floorplan.png
The bar under the picture is 20 um long. Pins as bars on the die edge.
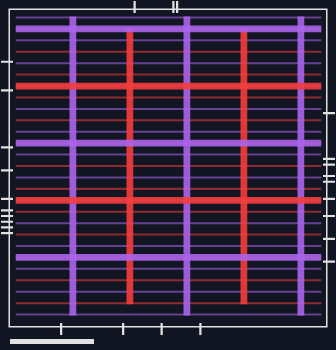
class_map.png
Fill, decap, tap and diode cells in gray.
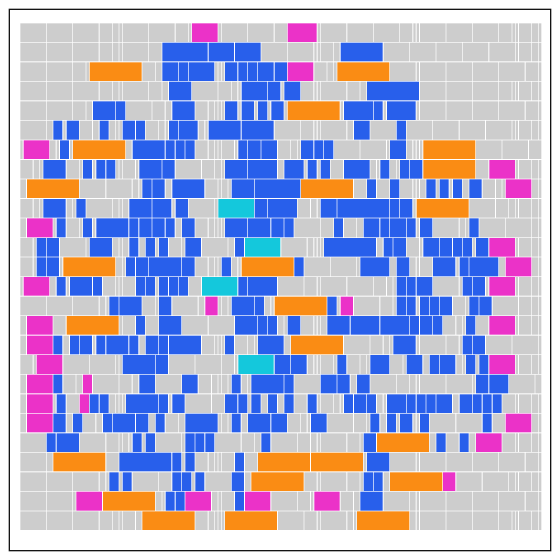
clock_wires.png
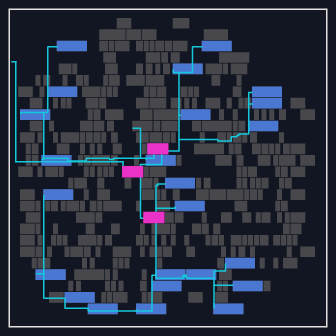
===== src/rtl/adm_decoder.sv =====
// adm_decoder: adaptive delta-modulation decoder, one signed sample per accepted bit.
// Optional leaky integrator under macro ADM_LEAK_EN.  Rev 1.0
`default_nettype none

module adm_decoder #(
  parameter int OUT_W      = 9,
  parameter int STEP_INIT  = 20,
  parameter int STEP_MIN   = 5,
  parameter int STEP_MAX   = 160,
  parameter int RUN_LEN    = 3,
  parameter int LEAK_SHIFT = 4
) (
  input  logic             CLK100MHZ,
  input  logic             reset,
  input  logic             start,
  input  logic             bit_valid,
  input  logic             bit_in,
  output logic             bit_ready,
  output logic [OUT_W-1:0] result,
  output logic             result_valid,
  output logic [OUT_W-1:0] step,
  output logic             sat_flag
);

  localparam int RC_W = $clog2(RUN_LEN + 1);
  localparam logic [RC_W-1:0]           RUN_SAT  = RC_W'(RUN_LEN);
  localparam logic [RC_W-1:0]           RUN_ONE  = RC_W'(1);
  localparam logic [OUT_W-1:0]          STEP_RST = OUT_W'(STEP_INIT);
  localparam logic [OUT_W-1:0]          STEP_LO  = OUT_W'(STEP_MIN);
  localparam logic [OUT_W:0]            STEP_HI  = (OUT_W+1)'(STEP_MAX);
  localparam logic signed [OUT_W+1:0]   RES_MAX  = (OUT_W+2)'(2**(OUT_W-1) - 1);
  localparam logic signed [OUT_W+1:0]   RES_MIN  = -RES_MAX - 1;

  localparam logic [0:0] S_IDLE   = 1'b0;
  localparam logic [0:0] S_ACTIVE = 1'b1;

  logic [0:0]       state_q, state_d;
  logic             accept;
  logic             w_unused_state;

  logic [OUT_W-1:0] result_q, result_d;
  logic [OUT_W-1:0] step_q, step_d;
  logic [RC_W-1:0]  run_q, run_d;
  logic             prev_q, prev_d;
  logic             hist_q, hist_d;
  logic             sat_q, sat_d;
  logic             valid_q, valid_d;

  logic [OUT_W:0]          w_dbl;
  logic [OUT_W-1:0]        w_half;
  logic signed [OUT_W+1:0] w_base;
  logic signed [OUT_W+1:0] w_sum;

  always_ff @(posedge CLK100MHZ) begin
    if (reset) state_q <= S_IDLE;
    else       state_q <= state_d;
  end

  always_comb begin
    state_d = start ? S_ACTIVE : S_IDLE;
  end

  always_comb begin
    bit_ready = start & ~reset;
    accept    = bit_valid & bit_ready;
  end

  // Mode is visible only through bit_ready; the register is kept for its reset value.
  assign w_unused_state = state_q[0];

  assign w_dbl  = {step_q, 1'b0};
  assign w_half = step_q >> 1;

  always_comb begin
    result_d = result_q;
    step_d   = step_q;
    run_d    = run_q;
    prev_d   = prev_q;
    hist_d   = hist_q;
    sat_d    = sat_q;
    valid_d  = 1'b0;
    w_base   = '0;
    w_sum    = '0;
    if (accept) begin
      valid_d = 1'b1;
      hist_d  = 1'b1;
      prev_d  = bit_in;
      if (!hist_q) begin
        run_d = RUN_ONE;
      end else if (bit_in == prev_q) begin
        run_d = (run_q >= RUN_SAT) ? RUN_SAT : run_q + RUN_ONE;
        if (run_d == RUN_SAT)
          step_d = (w_dbl > STEP_HI) ? STEP_HI[OUT_W-1:0] : w_dbl[OUT_W-1:0];
      end else begin
        run_d  = RUN_ONE;
        step_d = (w_half < STEP_LO) ? STEP_LO : w_half;
      end

      w_base = {{2{result_q[OUT_W-1]}}, result_q};
`ifdef ADM_LEAK_EN
      w_base = w_base - (w_base >>> LEAK_SHIFT);
`endif
      if (bit_in) w_sum = w_base + $signed({2'b00, step_d});
      else        w_sum = w_base - $signed({2'b00, step_d});

      if (w_sum > RES_MAX) begin
        result_d = RES_MAX[OUT_W-1:0];
        sat_d    = 1'b1;
      end else if (w_sum < RES_MIN) begin
        result_d = RES_MIN[OUT_W-1:0];
        sat_d    = 1'b1;
      end else begin
        result_d = w_sum[OUT_W-1:0];
      end
    end
  end

  always_ff @(posedge CLK100MHZ) begin
    if (reset) begin
      result_q <= '0;
      step_q   <= STEP_RST;
      run_q    <= '0;
      prev_q   <= 1'b0;
      hist_q   <= 1'b0;
      sat_q    <= 1'b0;
      valid_q  <= 1'b0;
    end else begin
      result_q <= result_d;
      step_q   <= step_d;
      run_q    <= run_d;
      prev_q   <= prev_d;
      hist_q   <= hist_d;
      sat_q    <= sat_d;
      valid_q  <= valid_d;
    end
  end

  assign result       = result_q;
  assign step         = step_q;
  assign sat_flag     = sat_q;
  assign result_valid = valid_q;

endmodule

`default_nettype wire


===== config.mk =====
export PLATFORM = sky130hd
export DESIGN_NAME = adm_decoder
export DESIGN_NICKNAME = d
export VERILOG_FILES = /design/src/rtl/adm_decoder.sv
export SDC_FILE = /design/constraint.sdc
export NUM_CORES = 1
export LEC_CHECK = 0
export ABC_AREA = 1
export CORE_UTILIZATION = 40
export DETAILED_ROUTE_END_ITERATION = 16
export GPL_TIMING_DRIVEN = 0
export HOLD_SLACK_MARGIN = 0.08
export SETUP_SLACK_MARGIN = 0.5
export SLEW_MARGIN = 10
export SYNTH_ARGS = -nofsm -noshare
export SYNTH_HDL_FRONTEND = slang
export SYNTH_SLANG_ARGS = --single-unit

===== constraint.sdc =====
create_clock -name CLK100MHZ -period 5.16 [get_ports CLK100MHZ]
set_input_delay 1.032 -clock CLK100MHZ [delete_from_list [all_inputs] [get_ports CLK100MHZ]]
set_output_delay 1.032 -clock CLK100MHZ [all_outputs]
set_load 0.02 [all_outputs]

==> job_summary.md <==
## PnR job results

| Metric | Value |
|---|---|
| CTS tree | `done` |
| N_diodes | `0` |
| Cell type with the largest total area | `dfxtp_1` |
| Non-Filler Instances | `408` |
| CORE AREA | `0.005140 sq mm` |
| Cell Type Count | `43` |
| Final hold vios | `0` |
| MUX share of area | `0` |
| Final WL | `4778 um` |
| Clock Sinks | `24` |
| WL per Instance | `11.71 um` |
| RSZ-0062 raised after global routing | `false` |
| Finish-stage setup viols | `0` |
| Number of H-tree levels | `1` |
| Reg-to-reg slack, setup | `1180 ps` |
| Share of layout cells above drive strength 1 | `0.1479` |
| Vias | `1960` |
| CTS root buffer | `clkbuf_8` |
| Largest net degree at the start of global routing | `14` |
| Vias per Instance | `4.804` |
| Gr ovfl total | `0` |
| Initial antenna violation count | `0` |
| Critical path, cell by cell | `buf_6 > inv_12 > nand2_4 > nand2_8 > nand2_4 > o21ai_2 > o22ai_1 > inv_1 > ha_1 > inv_1 > o21ai_0 > inv_1 > fa_1 > o21ai_1 > nand2_1 > o211ai_1 > a21o_1 > a21oi_1 > inv_1 > nand3_2 > nand3_4 > nand2_1 > nand2_1 > o21ai_1` |
| Crit share post-route | `0.8153` |
| Top cells, area | `dfxtp_1 22%, inv_1 11%, nand2_1 9.6%` |
| Critical path arrival | `4350 ps` |
| Internal power | `0.3688 mW` |
| CP Launch Type | `input port` |
| Post-layout min period | `4207 ps` |
| Least-Margin Pin Slew | `519.4 ps` |
| Cell Area, Synth | `0.002145 sq mm` |
| First-pass DRT Iterations | `4` |
| Cells in synth_stat.txt | `310` |
| Fp_density | `0.4172` |
| Highest fanout seen on the critical path | `9` |
| # DRC | `0` |
| Sw Share | `0.3908` |
| Worst hold path class | `flip-flop to flip-flop` |
| Post-cts resize count | `0` |
| P_comb | `0.265 mW` |
| CTS Buffer Depth | `2` |
| Die Y-Extent | `75.22 um` |
| Die width | `75.22 um` |
| Critical Path Slowest Stage Cell | `fa_1` |
| Tool warning count | `26` |
| Vias in the first global route | `1811` |
| Max-cap violations | `0` |
| Overall Power | `0.6054 mW` |
| PD cells | `239.5 mW/mm^2` |
| Cts hold-fix bufs | `0` |
| Yosys warnings | `0` |
| Global-route wire length before repair | `8314 um` |
| Hold Path Sink | `sat_flag` |
| Hold Startpoint | `sat_flag` |
| Syn_nets | `327` |
| Register-to-Register Path Depth | `26` |
| Status | `finished clean` |
| VDD IR-drop max | `123.9 uV` |
| Sw Pwr | `0.2366 mW` |
| Syn Area/Cell | `6.918 sq um` |
| Total CTS buffers | `3` |
| XOR/XNOR Area Share | `0.05718` |
| Finished Core Util | `0.4917` |
| Cell with the most instances after synthesis | `inv_1` |
| Area growth syn-to-layout | `17.85%` |
| # IOs | `26` |
| Setup bufs post-CTS | `0` |
| RePlAce Congestion | `0.8700` |
| Count of library flops with an enable pin | `0` |
| Sequential Power Share | `0.346` |
| Clock-pin slew on the worst setup and hold paths | `90 ps` |
| Worst reg2reg path startpoint | `step[7]` |
| R2r endpoint | `sat_flag` |
| Slew headroom | `0.6537` |
| Simple Share, Synth | `0.3174` |
| Die Size | `0.005658 sq mm` |
| Dominant register cell | `dfxtp_1` |
| Worst Setup End Kind | `flip-flop` |
| IO Port Bufs | `24` |
-- floorplan.png (at the start) --
VSS -> purple
VDD -> red
signal pins = 26
rows = 26
met1 rails = 27

-- class_map.png (at the start) --
clock drivers and dummy loads -> cyan  # cells 4, share of their area 2.3%
remaining buffers and delay cells -> magenta  # cells 30, share of their area 11%
registers -> orange  # cells 24, share of their area 20%
remaining logic cells -> blue  # cells 280, share of their area 67%
cell row count: 26
post-route design area: 0.002527 sq mm

-- clock_wires.png (at the start) --
clock wires -> cyan  # length 354 um
flip-flops -> blue  # count 24
clock-net drivers -> magenta  # count 3
routed clock nets = 4
later-pin clock latency in the skew report: 270 ps
Clock Power: 0.131 mW
Final Skew: 6.301 ps
Clock Power Share: 0.216

[state kept, by name, indices dropped and copies added (netlist names)]
register and count:
hist_q 1, sat_flag 1, result_valid 1, result 9, step 9, prev_q 1
run_q 2
[metal layers]
metal / routed length, um / GRT usage / vias up
met3: 167 / 0.01205 / 2
met4: 23 / 0.04321 / 0
met1: 2291 / 0.2536 / 878
met5: 0 / 0 / -
li1: - / - / 1046
met2: 2295 / 0.3383 / 34
[area by class of cell]
type,count,area (sq um)
multi-input cells,213,1359
flip-flops and latches,24,480.5
plain buffers,6,33.78
repair buffers,24,240.2
clock buffers,4,55.05
well taps,70,87.58
fillers,575,2613
inverters,67,271.5
[worst max path at each step]
stage / start / depth (start not counted) / end
2_1_floorplan: bit_in / 27 / sat_flag
3_3_place_gp: bit_in / 24 / result[6]
3_5_place_dp: bit_in / 24 / sat_flag
4_1_cts: bit_in / 24 / sat_flag
5_1_grt: bit_in / 27 / sat_flag
6_report: bit_in / 24 / sat_flag
[through the flow]
step / setup WS (ps) / instance area, sq um
finish: 953.3 / 2527
global route: 629.2 / 2527
CTS: 910.5 / 2527
detailed placement: 637.9 / 2472
global placement: 656.5 / 2472
floorplan: 1067 / 2145
[placed cells by master (no fill, tap or decap), types with 4 or more instances in the layout]
cell	n
a21oi_1	18
a21oi_2	6
clkbuf_8	4
clkdlybuf4s50_1	24
dfxtp_1	24
ha_1	11
inv_1	60
nand2_1	55
nand2_2	7
nand2_4	4
nand3_1	12
nand3_2	6
nor2_1	22
nor2_4	5
o21ai_0	15
o21ai_1	6
o22ai_1	8
xor2_1	11
[worst max-delay path, delay by kind of cell]
family / cells / cell delay [ps]
and+or+nand+nor: 8 / 730
adders and majority gates: 2 / 720
AOI/OAI and AO/OA: 8 / 1290
buffers and inverters: 6 / 560
Power and IR drop assume default switching activity.
